## src/rtl/bop_interval_table_pkg.sv

```systemverilog
// Shared types for the buffer-overflow-protection interval table.
// Entry fields are sized for the widest supported address; narrower tables zero-extend.
package bop_pkg;

    localparam int unsigned BOP_ADDR_W = 32;
    localparam int unsigned BOP_DEPTH  = 4;
    localparam int unsigned BOP_AGE_W  = 8;

    typedef struct packed {
        logic                  valid;
        logic [BOP_ADDR_W-1:0] first;
        logic [BOP_ADDR_W-1:0] last;
        logic                  big;
        logic [BOP_AGE_W-1:0]  age;
    } bop_interval_t;

    function automatic logic [BOP_AGE_W-1:0] bop_age_inc(input logic [BOP_AGE_W-1:0] age,
                                                         input logic [BOP_AGE_W-1:0] max_age);
        return (age < max_age) ? age + BOP_AGE_W'(1) : max_age;
    endfunction

endpackage

```

## src/rtl/bop_interval_table_if.sv

```systemverilog
// Write, query and status signals of the interval table.
// The master drives writes and queries; the slave (table) returns hits and status.
interface bop_interval_table_if import bop_pkg::*; #(
    parameter int unsigned ADDR_W = BOP_ADDR_W,
    parameter int unsigned DEPTH  = BOP_DEPTH
);
    logic                         flush_i;
    logic                         wr_en_i;
    logic [ADDR_W-1:0]            wr_first_i;
    logic [ADDR_W-1:0]            wr_last_i;
    logic                         wr_big_i;
    logic [ADDR_W-1:0]            query_addr_i;
    logic                         hit_o;
    logic                         hit_first_o;
    logic                         hit_big_o;
    logic [$clog2(DEPTH+1)-1:0]   count_o;
    logic                         full_o;
    logic                         evict_o;
    logic                         drop_o;

    modport master (
        output flush_i, wr_en_i, wr_first_i, wr_last_i, wr_big_i, query_addr_i,
        input  hit_o, hit_first_o, hit_big_o, count_o, full_o, evict_o, drop_o
    );

    modport slave (
        input  flush_i, wr_en_i, wr_first_i, wr_last_i, wr_big_i, query_addr_i,
        output hit_o, hit_first_o, hit_big_o, count_o, full_o, evict_o, drop_o
    );
endinterface

```

## src/rtl/bop_victim_select.sv

```systemverilog
// Slot selection for an interval write: merge target, free slot and eviction victim.
// All choices use lowest-index priority; the victim prefers the oldest non-big entry.
module bop_victim_select import bop_pkg::*; #(
    parameter int unsigned DEPTH = BOP_DEPTH,
    localparam int unsigned IDX_W = $clog2(DEPTH)
) (
    input  bop_interval_t [DEPTH-1:0] entries_i,
    input  logic [DEPTH-1:0]          match_i,
    output logic                      merge_hit_o,
    output logic [IDX_W-1:0]          merge_idx_o,
    output logic                      free_hit_o,
    output logic [IDX_W-1:0]          free_idx_o,
    output logic [IDX_W-1:0]          victim_idx_o
);

    logic                 nb_found;
    logic [IDX_W-1:0]     nb_idx;
    logic [BOP_AGE_W-1:0] nb_age;
    logic [IDX_W-1:0]     any_idx;
    logic [BOP_AGE_W-1:0] any_age;

    // Scanning downwards leaves the lowest matching index as the final assignment.
    always_comb begin
        merge_hit_o = 1'b0;
        merge_idx_o = '0;
        free_hit_o  = 1'b0;
        free_idx_o  = '0;
        for (int unsigned i = DEPTH; i > 0; i--) begin
            if (match_i[i-1]) begin
                merge_hit_o = 1'b1;
                merge_idx_o = IDX_W'(i-1);
            end
            if (!entries_i[i-1].valid) begin
                free_hit_o = 1'b1;
                free_idx_o = IDX_W'(i-1);
            end
        end
    end

    // Strict greater-than keeps the lowest index on age ties.
    always_comb begin
        nb_found = 1'b0;
        nb_idx   = '0;
        nb_age   = '0;
        any_idx  = '0;
        any_age  = entries_i[0].age;
        for (int unsigned i = 0; i < DEPTH; i++) begin
            if (!entries_i[i].big && (!nb_found || entries_i[i].age > nb_age)) begin
                nb_found = 1'b1;
                nb_idx   = IDX_W'(i);
                nb_age   = entries_i[i].age;
            end
            if (entries_i[i].age > any_age) begin
                any_idx = IDX_W'(i);
                any_age = entries_i[i].age;
            end
        end
        victim_idx_o = nb_found ? nb_idx : any_idx;
    end

endmodule

```

## src/rtl/bop_interval_table.sv

```systemverilog
// Buffer-overflow interval table: stores store-overflow intervals, merges adjacent ones,
// evicts by age (big entries last) and answers combinational load-address range queries.
module bop_interval_table import bop_pkg::*; #(
    parameter int unsigned DEPTH  = BOP_DEPTH,
    parameter int unsigned ADDR_W = BOP_ADDR_W
) (
    input logic               clk_i,
    input logic               rst_ni,
    bop_interval_table_if.slave bus
);

    localparam int unsigned IDX_W = $clog2(DEPTH);
    localparam int unsigned CNT_W = $clog2(DEPTH+1);
    localparam int unsigned EXT_W = BOP_ADDR_W + 1;

    typedef logic [EXT_W-1:0] ext_t;

    bop_interval_t [DEPTH-1:0] entries_q, entries_d;
    logic [CNT_W-1:0]          count_q, count_d;
    logic                      full_q, full_d;
    logic                      evict_q, evict_d;
    logic                      drop_q, drop_d;

    logic [ADDR_W-1:0]     wr_first_raw, wr_last_raw, query_raw;
    logic [BOP_ADDR_W-1:0] wr_first, wr_last, query;
    logic [DEPTH-1:0]      match;
    logic                  merge_hit, free_hit;
    logic [IDX_W-1:0]      merge_idx, free_idx, victim_idx, slot;

    assign wr_first_raw = bus.wr_first_i;
    assign wr_last_raw  = bus.wr_last_i;
    assign query_raw    = bus.query_addr_i;
    assign wr_first     = BOP_ADDR_W'(wr_first_raw);
    assign wr_last      = BOP_ADDR_W'(wr_last_raw);
    assign query        = BOP_ADDR_W'(query_raw);

    // Overlap-or-adjacent test; the +1 is one bit wider so the all-ones address cannot wrap.
    always_comb begin
        match = '0;
        for (int unsigned i = 0; i < DEPTH; i++) begin
            match[i] = entries_q[i].valid &&
                       (ext_t'(entries_q[i].first) <= ext_t'(wr_last) + ext_t'(1)) &&
                       (ext_t'(wr_first) <= ext_t'(entries_q[i].last) + ext_t'(1));
        end
    end

    bop_victim_select #(.DEPTH(DEPTH)) u_victim_select (
        .entries_i   (entries_q),
        .match_i     (match),
        .merge_hit_o (merge_hit),
        .merge_idx_o (merge_idx),
        .free_hit_o  (free_hit),
        .free_idx_o  (free_idx),
        .victim_idx_o(victim_idx)
    );

    assign slot = free_hit ? free_idx : victim_idx;

    always_comb begin
        entries_d = entries_q;
        count_d   = count_q;
        evict_d   = 1'b0;
        drop_d    = 1'b0;
        if (bus.flush_i) begin
            for (int unsigned i = 0; i < DEPTH; i++) begin
                entries_d[i].valid = 1'b0;
            end
            count_d = '0;
        end else if (bus.wr_en_i) begin
            if (wr_last < wr_first) begin
                drop_d = 1'b1;
            end else if (merge_hit) begin
                if (wr_first < entries_q[merge_idx].first) entries_d[merge_idx].first = wr_first;
                if (wr_last > entries_q[merge_idx].last)   entries_d[merge_idx].last  = wr_last;
                entries_d[merge_idx].big = entries_q[merge_idx].big | bus.wr_big_i;
                entries_d[merge_idx].age = '0;
            end else begin
                for (int unsigned i = 0; i < DEPTH; i++) begin
                    if (entries_q[i].valid && IDX_W'(i) != slot) begin
                        entries_d[i].age = bop_age_inc(entries_q[i].age, BOP_AGE_W'(DEPTH-1));
                    end
                end
                entries_d[slot].valid = 1'b1;
                entries_d[slot].first = wr_first;
                entries_d[slot].last  = wr_last;
                entries_d[slot].big   = bus.wr_big_i;
                entries_d[slot].age   = '0;
                if (free_hit) count_d = count_q + CNT_W'(1);
                else          evict_d = 1'b1;
            end
        end
        full_d = (count_d == CNT_W'(DEPTH));
    end

    always_ff @(posedge clk_i or negedge rst_ni) begin
        if (!rst_ni) begin
            entries_q <= '0;
            count_q   <= '0;
            full_q    <= 1'b0;
            evict_q   <= 1'b0;
            drop_q    <= 1'b0;
        end else begin
            entries_q <= entries_d;
            count_q   <= count_d;
            full_q    <= full_d;
            evict_q   <= evict_d;
            drop_q    <= drop_d;
        end
    end

    always_comb begin
        bus.hit_o       = 1'b0;
        bus.hit_first_o = 1'b0;
        bus.hit_big_o   = 1'b0;
        for (int unsigned i = 0; i < DEPTH; i++) begin
            if (entries_q[i].valid && query >= entries_q[i].first && query <= entries_q[i].last) begin
                bus.hit_o = 1'b1;
                if (entries_q[i].big) bus.hit_big_o = 1'b1;
            end
            if (entries_q[i].valid && query == entries_q[i].first) bus.hit_first_o = 1'b1;
        end
    end

    assign bus.count_o = count_q;
    assign bus.full_o  = full_q;
    assign bus.evict_o = evict_q;
    assign bus.drop_o  = drop_q;

endmodule
```

## src/flat_wrapper.sv

```systemverilog
// flat-port wrapper written by rule: the top's interface ports become plain ports
module bop_interval_table_flat import bop_pkg::*;
#(
    parameter int unsigned DEPTH  = BOP_DEPTH,
    parameter int unsigned ADDR_W = BOP_ADDR_W
)
  (clk_i, rst_ni, bus_flush_i, bus_wr_en_i, bus_wr_first_i, bus_wr_last_i, bus_wr_big_i, bus_query_addr_i, bus_hit_o, bus_hit_first_o, bus_hit_big_o, bus_count_o, bus_full_o, bus_evict_o, bus_drop_o);
  bop_interval_table_if #(.ADDR_W(ADDR_W), .DEPTH(DEPTH)) bus_i ();
  input logic clk_i;
  input logic rst_ni;
  input wire logic [$bits(bus_i.flush_i)-1:0] bus_flush_i;
  input wire logic [$bits(bus_i.wr_en_i)-1:0] bus_wr_en_i;
  input wire logic [$bits(bus_i.wr_first_i)-1:0] bus_wr_first_i;
  input wire logic [$bits(bus_i.wr_last_i)-1:0] bus_wr_last_i;
  input wire logic [$bits(bus_i.wr_big_i)-1:0] bus_wr_big_i;
  input wire logic [$bits(bus_i.query_addr_i)-1:0] bus_query_addr_i;
  output wire logic [$bits(bus_i.hit_o)-1:0] bus_hit_o;
  output wire logic [$bits(bus_i.hit_first_o)-1:0] bus_hit_first_o;
  output wire logic [$bits(bus_i.hit_big_o)-1:0] bus_hit_big_o;
  output wire logic [$bits(bus_i.count_o)-1:0] bus_count_o;
  output wire logic [$bits(bus_i.full_o)-1:0] bus_full_o;
  output wire logic [$bits(bus_i.evict_o)-1:0] bus_evict_o;
  output wire logic [$bits(bus_i.drop_o)-1:0] bus_drop_o;
  assign bus_i.flush_i = bus_flush_i;
  assign bus_i.wr_en_i = bus_wr_en_i;
  assign bus_i.wr_first_i = bus_wr_first_i;
  assign bus_i.wr_last_i = bus_wr_last_i;
  assign bus_i.wr_big_i = bus_wr_big_i;
  assign bus_i.query_addr_i = bus_query_addr_i;
  assign bus_hit_o = bus_i.hit_o;
  assign bus_hit_first_o = bus_i.hit_first_o;
  assign bus_hit_big_o = bus_i.hit_big_o;
  assign bus_count_o = bus_i.count_o;
  assign bus_full_o = bus_i.full_o;
  assign bus_evict_o = bus_i.evict_o;
  assign bus_drop_o = bus_i.drop_o;
  bop_interval_table #(.DEPTH(DEPTH), .ADDR_W(ADDR_W)) u_core (.clk_i(clk_i), .rst_ni(rst_ni), .bus(bus_i));
endmodule
```

## config.mk

```make
export PLATFORM = sky130hd
export DESIGN_NAME = bop_interval_table_flat
export DESIGN_NICKNAME = d
export VERILOG_FILES = /design/src/rtl/bop_interval_table_pkg.sv /design/src/rtl/bop_interval_table_if.sv /design/src/rtl/bop_victim_select.sv /design/src/rtl/bop_interval_table.sv /design/src/flat_wrapper.sv
export SDC_FILE = /design/constraint.sdc
export NUM_CORES = 2
export LEC_CHECK = 0
export CORE_ASPECT_RATIO = 1.5
export CORE_MARGIN = 2
export CORE_UTILIZATION = 47
export DETAILED_ROUTE_END_ITERATION = 12
export PLACE_DENSITY_LB_ADDON = 0.15
export SYNTH_ARGS = -nofsm -noshare
export SYNTH_HDL_FRONTEND = slang
export SYNTH_SLANG_ARGS = --single-unit
```

## constraint.sdc

```tcl
create_clock -name clk_i -period 12.05 [get_ports clk_i]
set_input_delay 1.205 -clock clk_i [delete_from_list [all_inputs] [get_ports clk_i]]
set_output_delay 1.205 -clock clk_i [all_outputs]
set_load 0.01 [all_outputs]
```

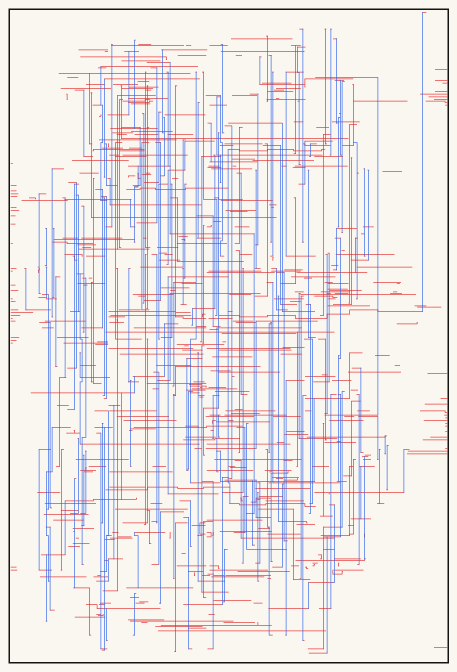
(metal layers overlaid)
Only two layers are drawn.
Key: M3 = red [wire length 7690 µm]; M4 = blue [wire length 13600 µm]
detailed-route wire length per cell: 29.0 µm
Total GRT Usage: 37.5%
via count: 29042

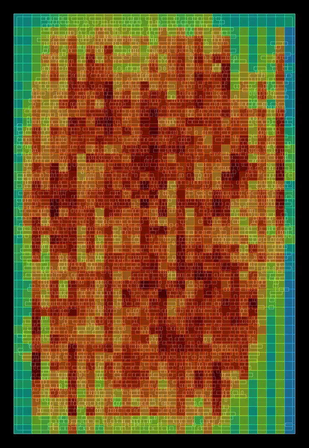
(track usage over the die)
M3 GR Usage: 5.52%
Global Route met1 Usage: 41.0%
met2 Track Usage GR: 63.4%

==> how the worst max path moves through the flow <==
stage | start | end | slack [ns] | cells after the start
after floorplan | bus_wr_last_i[2] | u_core.entries_q[253] | 4.11 | 33
after global placement | bus_wr_last_i[1] | u_core.entries_q[257] | 1.10 | 31
after detailed placement | bus_wr_last_i[1] | u_core.entries_q[255] | 0.86 | 31
after CTS | u_core.entries_q[157] | u_core.entries_q[255] | 1.36 | 31
after global routing | bus_wr_last_i[1] | u_core.entries_q[261] | 0.81 | 31
final | u_core.entries_q[85] | u_core.entries_q[261] | 1.05 | 33
==> cell type report <==
cell class                 count  area (µm²)
clock buffer                  54        1110
clock inverter                11        91.3
fill                        6481       31500
inverter                     337        1260
multi-input combinational   2740       22100
sequential                   302        7560
tap                          885        1110
timing repair buffer         174        1660
==> stage by stage <==
step	total power [mW]	worst slack [ns]
6_report	5.32	1.05
3_3_place_gp	4.08	1.10
2_1_floorplan	3.19	4.11
3_5_place_dp	4.11	0.864
4_1_cts	5.29	1.36
5_1_grt	5.69	0.811
==> cell families after synthesis <==
group / count (synthesis) / synth area share [%]
DFF: 302 / 24.1
xor gates and xnor gates: 152 / 4.24
buffers and inverters: 433 / 5.62
muxes: 238 / 7.98
adders and majority gates: 664 / 26.5
AOI/OAI and AO/OA: 796 / 16.6
and+or+nand+nor: 890 / 15.0
==> state kept, by name, summed over array words and instances, names as in the netlist <==
register / cells
u_core.bus.full_o: 1
u_core.bus.evict_o: 1
u_core.bus.drop_o: 1
u_core.entries_q: 296
u_core.bus.count_o: 3
==> metal layers <==
layer	share of wire [%]	vias to the layer above	wire (µm)	track usage [%]
met3	5.9	480	7690	5.52
met2	47	1242	61100	63.4
li1	-	13154	-	-
met1	37	14166	48000	41.0
met4	10	0	13600	32.9
met5	0	-	0	0
==> power groups by stage <==
stage	logic (mW)	clock network (mW)	registers, mW
after floorplan	1.86	0	1.33
after global placement	2.64	0	1.44
after detailed placement	2.67	0	1.44
after CTS	2.68	1.18	1.43
after global routing	3.02	1.22	1.45
final	2.72	1.17	1.44
==> cells in the final DEF, fill, tap and decap left out, drive strengths merged, types with 73 or more instances in the layout <==
cell type	instances
a21o	111
a21oi	202
clkdlybuf4s50	108
dfrtp	302
ha	664
inv	335
mux2	99
mux2i	139
nand2	195
nand3	154
nand4	137
nor2	115
o21ai	163
o22ai	73
xnor2	129
==> impl_metrics.yaml <==
# yosys + openroad results
place:
  gp_congestion: 1.01
  io_buffers: 109
  place_inst: 4438
final_timing:
  max_slew_margin_pct: 24.6
  fin_hold_ws_ns: 0.490
  slew_viol_final: 0
  finalCritPeriodShare_pct: 91.3
  tns_ns: 0
  worst-slew-pin-transition_ns: 1.13
  layout_min_cycle_time_ns: 11.00
synthesis:
  syn_area_um2: 31400
  synth-main-ff-cell: "dfrtp_1"
  yosys_warnings: 0
  synthArstFlopShare_pct: 100
  synth_top_cell_by_count: "ha_1"
  ys.flops: 302
  synthTopCellsByCount: "664 x ha_1, 331 x inv_1, 302 x dfrtp_1"
  floorplan.nets: 4240
  synthCells: 3475
  ys_chip_area_um2: 31400
  yosys_cells: 3475
  top_cell_area_share_pct: 26.5
  ys_seq_share_pct: 24.1
  synth-edff-count: 0
  yosysTopAreaCell: "ha_1"
worst_setup_path:
  cp-start-kind: "register"
  slowest_delay_ns: 0.81
  r2r_slack_ns: 1.05
  r2r_start: "u_core.entries_q[85]"
  r2r_end: "u_core.entries_q[261]"
  slowest_stage: "nand3_2"
  crit_required_ns: 12.51
  path_max_fanout: 32
  critPathArrivalTime_ns: 11.46
  rr_worst_depth: 33
route:
  vias_per_cell: 6.45
  route.detailed.drc: 0
  wirelength_um: 130000
  drt-pass1-iter-count: 5
cts:
  post_cts_resized: 0
  cts_buffer_depth: 3
  cts_setup_buffers: 0
  ctsHtreeMaxLevel: 2
floorplanning:
  num_rows: 116
  die-width_um: 215
  chip_area_um2: 68900
  fp_util_pct: 47.2
  ios: 110
  die_h_um: 321
finish:
  layout-drive-gt1-share_pct: 4.51
  diodes: 0
  layout.cells.non_filler: 4503
  area_growth_pct: 11.3
  final_util_pct: 52.5
  design_area_um2: 34900
global_route:
  grt_max_degree: 127
  gr-total-overflow: 0
  grt_pass1_vias: 29197
hold_path:
  hold_class: "register to register"
  hold-path-cell-count: 1
  min_from: "u_core.entries_q[101]"
power_and_ir_drop:
  p_seq_share_pct: 27.0
  p_switching_mw: 2.36
  p_int_mw: 2.96
status:
  status: "finished clean"
run:
  warning_count: 30
Power and IR drop assume default switching activity.
